layer_met4.png
Scale: 4 px per um.
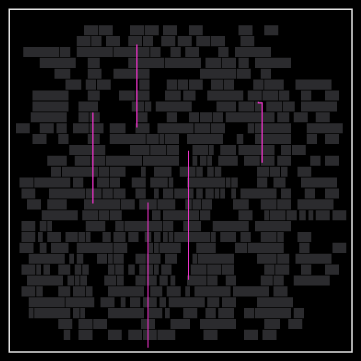
congestion.png
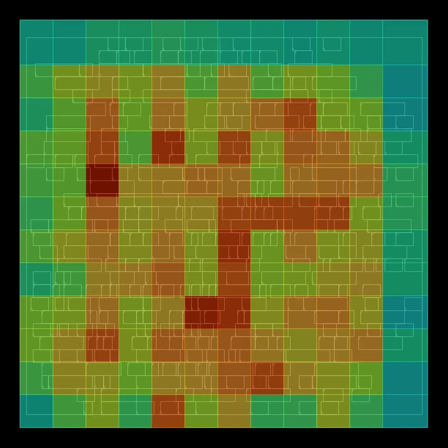
detail.png
Window x 54 to 74, y 11 to 31 um. Cells in grey, sequential cells in the stronger grey; small squares are vias.
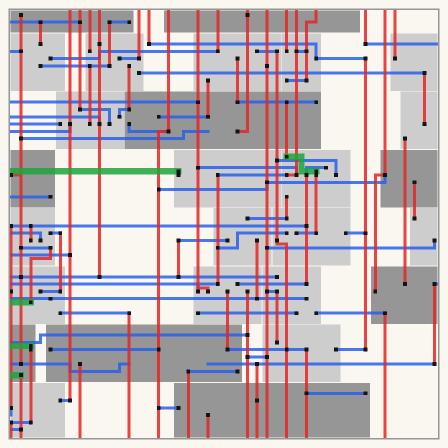
wires.png
Scale: 4 px per um.
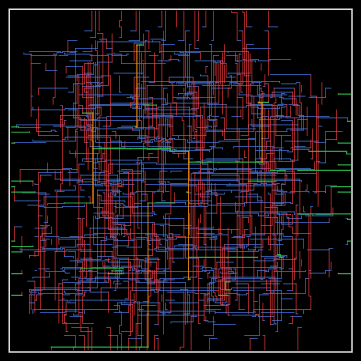
File: config.mk
export PLATFORM = sky130hd
export DESIGN_NAME = rom_fetch
export DESIGN_NICKNAME = d
export VERILOG_FILES = /design/src/rtl/fetch_pkg.sv /design/src/rtl/fetch_q.sv /design/src/rtl/rom_fetch.sv
export SDC_FILE = /design/constraint.sdc
export NUM_CORES = 1
export LEC_CHECK = 0
export ABC_CLOCK_PERIOD_IN_PS = 2900
export CAP_MARGIN = 20
export CORE_UTILIZATION = 45
export DETAILED_ROUTE_END_ITERATION = 8
export GPL_TIMING_DRIVEN = 0
export PLACE_DENSITY = 0.71
export SYNTH_ARGS = -nofsm -noshare
export SYNTH_HDL_FRONTEND = slang
export SYNTH_SLANG_ARGS = --single-unit
export TNS_END_PERCENT = 10
File: constraint.sdc
create_clock -name clk -period 2.9 [get_ports clk]
set_clock_uncertainty 0.05 [all_clocks]
set_input_delay 0.435 -clock clk [delete_from_list [all_inputs] [get_ports clk]]
set_output_delay 0.435 -clock clk [all_outputs]
set_load 0.05 [all_outputs]
File: src/rtl/fetch_pkg.sv
// Shared definitions for the instruction fetch stage: queue geometry and
// the default layout of one prefetch-queue entry.
package fetch_pkg;

   localparam int FETCH_QDEPTH = 2;
   localparam int FETCH_CNT_W  = 2;

   // Default entry widths; the top re-declares the entry with its own widths
   localparam int FETCH_DWIDTH = 16;
   localparam int FETCH_AWIDTH = 8;

   typedef struct packed {
      logic [FETCH_DWIDTH-1:0] data;
      logic [FETCH_AWIDTH-1:0] pc;
   } fetch_entry_t;

   // True when the queue can take another entry without a pop
   function automatic logic fetch_has_room(input logic [FETCH_CNT_W-1:0] cnt);
      return cnt < FETCH_CNT_W'(FETCH_QDEPTH);
   endfunction

endpackage

File: src/rtl/fetch_q.sv
// Two-entry synchronous prefetch FIFO. flush beats push and pop; the head
// register keeps its last value when the queue drains or is flushed.
module fetch_q
   import fetch_pkg::*;
#(
   parameter type entry_t = fetch_entry_t
) (
   input  logic                   clk,
   input  logic                   rst_n,
   input  logic                   push,
   input  logic                   pop,
   input  logic                   flush,
   input  entry_t                 din,
   output logic [FETCH_CNT_W-1:0] count,
   output entry_t                 head
);

   entry_t slot0;
   entry_t slot1;
   logic   pop_ok;
   logic   push_ok;

   // Qualify requests so the queue can never underflow or overflow
   always_comb begin
      pop_ok  = pop && (count != '0);
      push_ok = push && (fetch_has_room(count) || pop_ok);
   end

   // Storage and occupancy; slot0 is always the head
   always_ff @(posedge clk or negedge rst_n) begin
      if (!rst_n) begin
         slot0 <= '0;
         slot1 <= '0;
         count <= '0;
      end else if (flush) begin
         count <= '0;
      end else begin
         unique case ({push_ok, pop_ok})
            2'b11: begin
               if (count == FETCH_CNT_W'(FETCH_QDEPTH)) begin
                  slot0 <= slot1;
                  slot1 <= din;
               end else begin
                  slot0 <= din;
               end
            end
            2'b10: begin
               if (count == '0) slot0 <= din;
               else             slot1 <= din;
               count <= count + FETCH_CNT_W'(1);
            end
            2'b01: begin
               if (count == FETCH_CNT_W'(FETCH_QDEPTH)) slot0 <= slot1;
               count <= count - FETCH_CNT_W'(1);
            end
            default: ;
         endcase
      end
   end

   assign head = slot0;

endmodule

File: src/rtl/rom_fetch.sv
// Instruction fetch stage in front of a combinational-read ROM: PC, enqueue /
// dequeue control, branch redirect and a 2-entry prefetch queue.
// Optional feature macro: ROM_FETCH_STALL_CNT_EN adds a saturating stall_cnt.
module rom_fetch
   import fetch_pkg::*;
#(
   parameter int                DWIDTH   = 16,
   parameter int                AWIDTH   = 8,
   parameter logic [AWIDTH-1:0] RESET_PC = '0
) (
   input  logic              clk,
   input  logic              rst_n,
   output logic [AWIDTH-1:0] rom_addr,
   input  logic [DWIDTH-1:0] rom_data,
   output logic              inst_valid,
   input  logic              inst_ready,
   output logic [DWIDTH-1:0] inst_data,
   output logic [AWIDTH-1:0] inst_pc,
   input  logic              br_valid,
   input  logic [AWIDTH-1:0] br_target
`ifdef ROM_FETCH_STALL_CNT_EN
   ,
   output logic [15:0]       stall_cnt
`endif
);

   typedef struct packed {
      logic [DWIDTH-1:0] data;
      logic [AWIDTH-1:0] pc;
   } entry_t;

   logic [AWIDTH-1:0]      pc;
   logic [FETCH_CNT_W-1:0] count;
   logic                   deq;
   logic                   enq;
   entry_t                 tail_entry;
   entry_t                 head;

   assign rom_addr   = pc;
   assign inst_valid = (count != '0);
   assign deq        = inst_valid & inst_ready;
   assign enq        = !br_valid & (fetch_has_room(count) | deq);
   assign tail_entry = '{data: rom_data, pc: pc};
   assign inst_data  = head.data;
   assign inst_pc    = head.pc;

   // Program counter: a redirect reloads it, every enqueue advances it (wraps)
   always_ff @(posedge clk or negedge rst_n) begin
      if (!rst_n)        pc <= RESET_PC;
      else if (br_valid) pc <= br_target;
      else if (enq)      pc <= pc + AWIDTH'(1);
   end

   fetch_q #(
      .entry_t (entry_t)
   ) u_q (
      .clk   (clk),
      .rst_n (rst_n),
      .push  (enq),
      .pop   (deq & !br_valid),
      .flush (br_valid),
      .din   (tail_entry),
      .count (count),
      .head  (head)
   );

`ifdef ROM_FETCH_STALL_CNT_EN
   // Count cycles where the decoder holds off a valid word; saturates, reset-only clear
   always_ff @(posedge clk or negedge rst_n) begin
      if (!rst_n)                                       stall_cnt <= '0;
      else if (inst_valid && !inst_ready && stall_cnt != 16'hFFFF) stall_cnt <= stall_cnt + 16'd1;
   end
`endif

endmodule

==> ci_impl_report.md <==
## PnR job results

| Metric | Value |
|---|---|
| RePlAce Congestion | 0.816 |
| Post-synth EDFFs | 0 |
| Placed Instances | 414 |
| Pleak | 1.78 nW |
| Data buffer area share | 20.4% |
| Combinational share of cell area | 37.2% |
| Flops | 58 |
| Reg2reg setup slack | 0.12 ns |
| Overall power | 3.99 mW |
| Area after DPL | 3830 um^2 |
| Clk slew on worst S/H paths | 0.06 ns |
| Number of fill cells | 561 |
| Sequential power share | 35.1% |
| Req. time, crit path | 3.06 ns |
| Max cap viols | 0 |
| Worst-path cell chain | inv_1 > ha_2 > nand2b_4 > nand2_2 > nand2b_1 > inv_1 > ha_1 > buf_6 > nand2b_4 > a221oi_4 > buf_4 > buf_6 > mux2_2 |
| Clock Root Buffer | clkbuf_8 |
| Outcome | completed |
| H-tree depth | 3 |
| Hpwl dp | 5110 um |
| Flop+latch power | 1.40 mW |
| Critical path startpoint category | flop |
| Critical path's top delay family | buffers and inverters |
| Synth Register Bits | 58 |
| Pin count of the biggest net entering global routing | 34 |
| Cell area leaders | dfrtp_1 46%, mux2_2 8.3%, mux2i_1 8.0% |
| Tap Count | 77 |
| Final worst slack | 0.119 ns |
| Top Layout Cells | 58 x clkdlybuf4s50_1, 57 x dfrtp_1, 25 x a211oi_1, 25 x mux2i_1 |
| Synth Warn # | 0 |
| First-pass GRT wire length | 12200 um |
| Maximum vdd ir drop | 656 uV |
| Post-Syn Nets | 311 |
| Die Area | 7280 um^2 |
| Final std cell area, no fill | 4090 um^2 |
| Max-slew violations | 0 |
| Crit Path Class | reg2reg |
| Hold Fails Final Rpt | 0 |
| Comb area | 1520 um^2 |
| Residual DRC count | 0 |
## Picture notes: layer_met4.png
share of all routed wire: 1.7%
longest straight run: 36.0 um
main direction: vertical
wire length on this layer: 127 um
vias: 2558
final wirelength: 7490 um

## Picture notes: congestion.png
Total GRT Usage: 21.9%
Util after Layout: 62.6%
GR peak layer: met2
met1 Track Usage GR: 29.0%
drt wl/cell: 17.2 um

## Picture notes: detail.png
[red] metal 2
[blue] metal 1
[green] metal 3
sequential cells in the window: 3
most frequent: a221oi_1 (4), a211oi_1 (4)
netlist names of flops here include: u_q.slot1 (2), u_q.head (1)
cells with their middle in the window: 20

## Picture notes: wires.png
[red] metal 2 | wire length: 3710 um
[green] metal 3 | wire length: 236 um
[blue] metal 1 | wire length: 3420 um
[orange] metal 4 | wire length: 127 um

Power figures rest on the tool's default switching activity, not on a simulated workload.
